$ cat config.mk
export PLATFORM = sky130hd
export DESIGN_NAME = btn_cond
export DESIGN_NICKNAME = d
export VERILOG_FILES = /design/src/rtl/btn_cond_pkg.sv /design/src/rtl/btn_debounce.sv /design/src/rtl/btn_cond.sv
export SDC_FILE = /design/constraint.sdc
export NUM_CORES = 1
export LEC_CHECK = 0
export ABC_AREA = 1
export CAP_MARGIN = 20
export CORE_MARGIN = 3
export CORE_UTILIZATION = 51
export CTS_CLUSTER_DIAMETER = 50
export DETAILED_ROUTE_END_ITERATION = 6
export GPL_TIMING_DRIVEN = 0
export PLACE_DENSITY = 0.68
export SLEW_MARGIN = 15
export SYNTH_ARGS = -nofsm -noshare
export SYNTH_HDL_FRONTEND = slang
export SYNTH_HIERARCHICAL = 1
export SYNTH_SLANG_ARGS = --single-unit
$ cat constraint.sdc
create_clock -name clk -period 1.6 [get_ports clk]
set_input_delay 0.24 -clock clk [delete_from_list [all_inputs] [get_ports clk]]
set_output_delay 0.24 -clock clk [all_outputs]
set_load 0.01 [all_outputs]
$ cat src/rtl/btn_cond_pkg.sv
// btn_cond_pkg
// Shared definitions for the pushbutton conditioner.
//   - state_t          : per-channel pulse FSM state
//   - DEF_*            : default parameter values for btn_cond
//   - SYNC_DEPTH       : number of synchronizer flops per raw input
//   - cnt_width()      : counter width for a terminal count (never below 1 bit)
package btn_cond_pkg;

  typedef enum logic [1:0] {
    IDLE   = 2'd0,
    DELAY  = 2'd1,
    REPEAT = 2'd2,
    HELD   = 2'd3
  } state_t;

  localparam int DEF_DEBOUNCE_CYCLES = 250000;
  localparam int DEF_REPEAT_DELAY    = 12500000;
  localparam int DEF_REPEAT_RATE     = 5000000;
  localparam int SYNC_DEPTH          = 2;

  // A counter that runs 0..p-1 needs $clog2(p) bits; p=1 would give zero bits.
  function automatic int cnt_width(input int p);
    return (p > 1) ? $clog2(p) : 1;
  endfunction

endpackage

$ cat src/rtl/btn_debounce.sv
// btn_debounce
// One button channel: 2-flop synchronizer followed by a stability counter.
// The debounced level only changes after the synchronized input has
// disagreed with it for DEBOUNCE_CYCLES consecutive cycles.
// Ports:
//   clk  - system clock, rising edge
//   rst  - synchronous active-low reset
//   raw  - asynchronous bouncing button input, active-high
//   lvl  - debounced level
module btn_debounce
  import btn_cond_pkg::*;
#(
  parameter int DEBOUNCE_CYCLES = DEF_DEBOUNCE_CYCLES
) (
  input  logic clk,
  input  logic rst,
  input  logic raw,
  output logic lvl
);

  localparam int CW = cnt_width(DEBOUNCE_CYCLES);
  localparam logic [CW-1:0] CNT_LAST = CW'(DEBOUNCE_CYCLES - 1);

  logic [SYNC_DEPTH-1:0] sync;
  logic [CW-1:0]         cnt;

  // The counter holds the number of disagreeing samples seen so far; the
  // level flips on the DEBOUNCE_CYCLES-th one, so the count never exceeds
  // CNT_LAST and cannot wrap.
  always_ff @(posedge clk) begin
    if (!rst) begin
      sync <= '0;
      cnt  <= '0;
      lvl  <= 1'b0;
    end else begin
      sync <= {sync[SYNC_DEPTH-2:0], raw};
      if (sync[SYNC_DEPTH-1] == lvl) begin
        cnt <= '0;
      end else if (cnt >= CNT_LAST) begin
        lvl <= sync[SYNC_DEPTH-1];
        cnt <= '0;
      end else begin
        cnt <= cnt + 1'b1;
      end
    end
  end

endmodule

$ cat src/rtl/btn_cond.sv
// btn_cond
// Conditions two bouncing pushbuttons into debounced levels and one-cycle
// move pulses. Each channel pulses once on press; with auto-repeat built in
// it pulses again after REPEAT_DELAY cycles and then every REPEAT_RATE
// cycles while held. Pressing both buttons suppresses all pulses until both
// are released.
// Build option: define BTN_COND_AUTOREPEAT_EN to enable auto-repeat;
// otherwise a held button gives exactly one pulse.
// Ports:
//   clk           - system clock, rising edge
//   rst           - synchronous active-low reset
//   btn_left_raw  - asynchronous bouncing left button, active-high
//   btn_right_raw - asynchronous bouncing right button, active-high
//   left          - one-cycle move-left pulse
//   right         - one-cycle move-right pulse
//   left_lvl      - debounced left level
//   right_lvl     - debounced right level
module btn_cond
  import btn_cond_pkg::*;
#(
  parameter int DEBOUNCE_CYCLES = DEF_DEBOUNCE_CYCLES,
  parameter int REPEAT_DELAY    = DEF_REPEAT_DELAY,
  parameter int REPEAT_RATE     = DEF_REPEAT_RATE
) (
  input  logic clk,
  input  logic rst,
  input  logic btn_left_raw,
  input  logic btn_right_raw,
  output logic left,
  output logic right,
  output logic left_lvl,
  output logic right_lvl
);

`ifdef BTN_COND_AUTOREPEAT_EN
  localparam int CW = (cnt_width(REPEAT_DELAY) > cnt_width(REPEAT_RATE)) ?
                      cnt_width(REPEAT_DELAY) : cnt_width(REPEAT_RATE);
  localparam logic [CW-1:0] DELAY_LAST = CW'(REPEAT_DELAY - 1);
  localparam logic [CW-1:0] RATE_LAST  = CW'(REPEAT_RATE - 1);
`else
  logic unused_repeat_cfg;
  assign unused_repeat_cfg = REPEAT_DELAY[0] ^ REPEAT_RATE[0];
`endif

  logic [1:0] lvl;
  logic [1:0] pulse;
  logic       conflict;
  logic       supp;
  logic       block;

  btn_debounce #(.DEBOUNCE_CYCLES(DEBOUNCE_CYCLES)) u_deb_left (
    .clk (clk),
    .rst (rst),
    .raw (btn_left_raw),
    .lvl (left_lvl)
  );

  btn_debounce #(.DEBOUNCE_CYCLES(DEBOUNCE_CYCLES)) u_deb_right (
    .clk (clk),
    .rst (rst),
    .raw (btn_right_raw),
    .lvl (right_lvl)
  );

  assign lvl      = {right_lvl, left_lvl};
  assign conflict = left_lvl & right_lvl;
  assign block    = conflict | supp;
  assign left     = pulse[0];
  assign right    = pulse[1];

  // Once both levels have been high together, keep the FSMs parked until
  // both buttons are fully released, so releasing one of the two does not
  // fire a pulse for the other.
  always_ff @(posedge clk) begin
    if (!rst) begin
      supp <= 1'b0;
    end else if (conflict) begin
      supp <= 1'b1;
    end else if (!left_lvl && !right_lvl) begin
      supp <= 1'b0;
    end
  end

  for (genvar ch = 0; ch < 2; ch++) begin : g_ch
    state_t state;
    logic   pulse_q;

`ifdef BTN_COND_AUTOREPEAT_EN
    logic [CW-1:0] cnt;
`endif

    assign pulse[ch] = pulse_q;

    // Pulse FSM. A low level or a suppression returns to IDLE in the same
    // edge without a pulse. IDLE with the level high only happens right
    // after a debounced rise, since every path back to IDLE needs the level
    // low (release, reset) or both levels low (suppression).
    always_ff @(posedge clk) begin
      if (!rst || !lvl[ch] || block) begin
        state   <= IDLE;
        pulse_q <= 1'b0;
`ifdef BTN_COND_AUTOREPEAT_EN
        cnt     <= '0;
`endif
      end else begin
        pulse_q <= 1'b0;
        case (state)
          IDLE: begin
            pulse_q <= 1'b1;
`ifdef BTN_COND_AUTOREPEAT_EN
            state   <= DELAY;
            cnt     <= '0;
`else
            state   <= HELD;
`endif
          end
`ifdef BTN_COND_AUTOREPEAT_EN
          DELAY: begin
            if (cnt >= DELAY_LAST) begin
              pulse_q <= 1'b1;
              state   <= REPEAT;
              cnt     <= '0;
            end else begin
              cnt <= cnt + 1'b1;
            end
          end
          REPEAT: begin
            if (cnt >= RATE_LAST) begin
              pulse_q <= 1'b1;
              cnt     <= '0;
            end else begin
              cnt <= cnt + 1'b1;
            end
          end
`else
          HELD: begin
            state <= HELD;
          end
`endif
          default: begin
            state <= IDLE;
          end
        endcase
      end
    end
  end

endmodule

### Cells colored by instance, run 1

Drawn at 4 px/um.
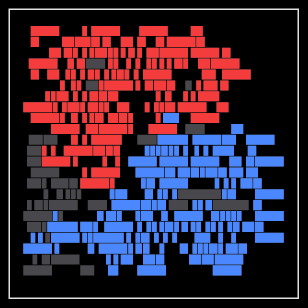
- u_deb_left: blue (cells 134)
- u_deb_right: red (cells 133)
- not colored: 37

### The metal 1 layer, run 1

Drawn at 4 px/um. Supply wires on this layer in gray.
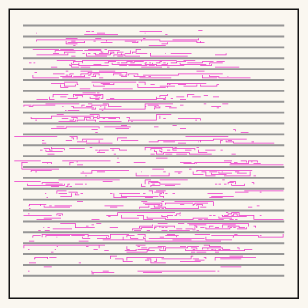
- share of all routed wire: 49%
- main direction: horizontal

==> run_results.csv, run 1 <==
group,metric,value,unit
yosys,synth.net_count,288,
pwr,sequentialPower,1.18,mW
setup_path,timing.critical_path.fanout_max,5,
detailed_routing,met3WireLength,151,um
sta,totalNegativeSetupSlack,0,ps
global_route,groute.usage.overall,15.44,%
sta,post-route-period-util,96.88,%
detailed_routing,num_vias,1697,
yosys,post_synth_most_frequent_cells,"56 x nor2_1, 47 x dfxtp_1, 40 x nand2_1",
setup_path,worst_setup_path_endpoint,"right_lvl",
place,placedInstanceArea,2347,um2
cells_and_area,post-route-cell-area,2566,um2
sta,timing.final.crit_period,1550,ps
global_route,grt.met3_usage,4.709,%
setup_path,crit_chain,"clkdlybuf4s50_1",
cells_and_area,comb_area,1125,um2
cts,post_cts_buffers,0,
outcome,status,"finished, final reports clean",
cts,cts.path.max_buffers,2,
cells_and_area,num-nonclk-inverters,35,
place,gp_congestion,0.8703,
### Gate-type map, run 1

Drawn at 6 px/um.
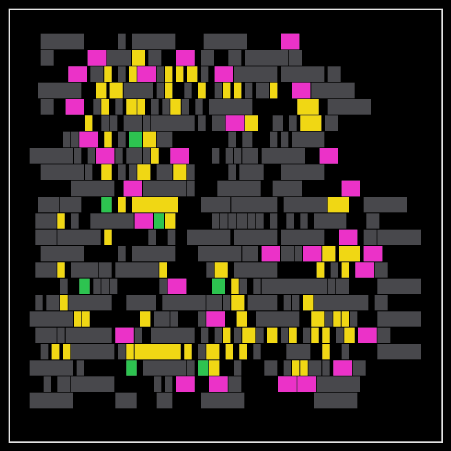
- NAND gates: yellow (cells 70)
- XOR/XNOR gates: magenta (cells 30)
- inverting AOI/OAI gates: green (cells 7)

==> run 1 -> run 2 <==
--- a/config.mk
+++ b/config.mk
@@ -7,7 +7,7 @@
 export LEC_CHECK = 0
 export ABC_AREA = 1
 export CAP_MARGIN = 20
-export CORE_MARGIN = 3
+export CORE_MARGIN = 5
 export CORE_UTILIZATION = 51
 export CTS_CLUSTER_DIAMETER = 50
 export DETAILED_ROUTE_END_ITERATION = 6
==> run 2 against run 1 <==
Cell count up 0.85%. Clock power is about 20% higher. Flip-flop count unchanged. Total power rose by 6.9%. Synthesized area unchanged. Global-route usage decreased by 0.92 points. Utilization is 2.2 points lower. Wire length stayed put. Fmax grew 3.6%. Design area increased by 1.4%. Critical path depth rose by 8. Largest power group unchanged.
==> run_results.csv, run 2 <==
group,metric,value,unit
outcome,status,"finished, final reports clean",
setup_path,worst_setup_path_endpoint,"u_deb_left/cnt[3]",
yosys,post_synth_most_frequent_cells,"56 x nor2_1, 47 x dfxtp_1, 40 x nand2_1",
cells_and_area,num-nonclk-inverters,35,
pwr,sequentialPower,1.18,mW
sta,totalNegativeSetupSlack,0,ps
place,placedInstanceArea,2350,um2
setup_path,timing.critical_path.mode_cell,"nand2_1",
global_route,groute.usage.overall,14.52,%
cells_and_area,largestRegisters,"u_deb_left/cnt: 18 flops, u_deb_right/cnt: 18 flops",
cells_and_area,nets,311,
setup_path,r2r_setup_slack,100,ps
cells_and_area,comb_area,1140,um2
floorplanning,floorplan.die.width,75.90,um
detailed_routing,first_pass_iteration_count_of_the_detailed_router,4,
cts,post_cts_buffers,0,
setup_path,crit_chain,"ha_2 -> nand3_2 -> nand3_1 -> nand2_1 -> nand2_1 -> nand2_4 -> nand4_4 -> clkbuf_16 -> nor2_2",
place,gp_congestion,0.8540,
global_route,grt.met3_usage,3.958,%
cts,cts.path.max_buffers,2,
yosys,topCombFamilyByArea,"simple AND/OR/NAND/NOR gates",
setup_path,worst_r2r_endpoint,"u_deb_left/cnt[3]",
cells_and_area,area_dominant_class,"logic gates",
yosys,ys.flop_type,"dfxtp_1",
setup_path,data_required_time_at_the_worst_endpoint,1840,ps
cts,cts-hold-fix-buffers,0,
place,port_buffers,7,
detailed_routing,met3WireLength,126,um
pwr,combinational_cell_fraction_of_total_power,2.1,%
sta,timing.final.crit_period,1497,ps
setup_path,levels_on_crit_path,9,
detailed_routing,dr.first_iter.drc_count,89,
yosys,yosys_warnings,6,
yosys,count_of_mapped_cells_out_of_synthesis,281,
floorplanning,die_h,75.90,um
setup_path,timing.critical_path.fanout_max,6,
sta,post-route-period-util,93.55,%
### Cells colored by instance, run 2

Drawn at 4 px/um.
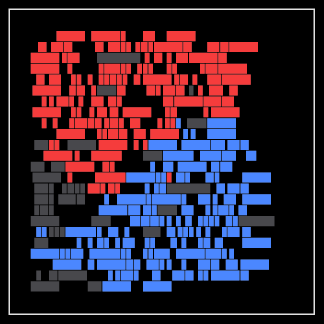
- u_deb_left: blue (cells 134)
- u_deb_right: red (cells 133)
- not colored: 38

Power figures rest on the tool's default switching activity, not on a simulated workload.
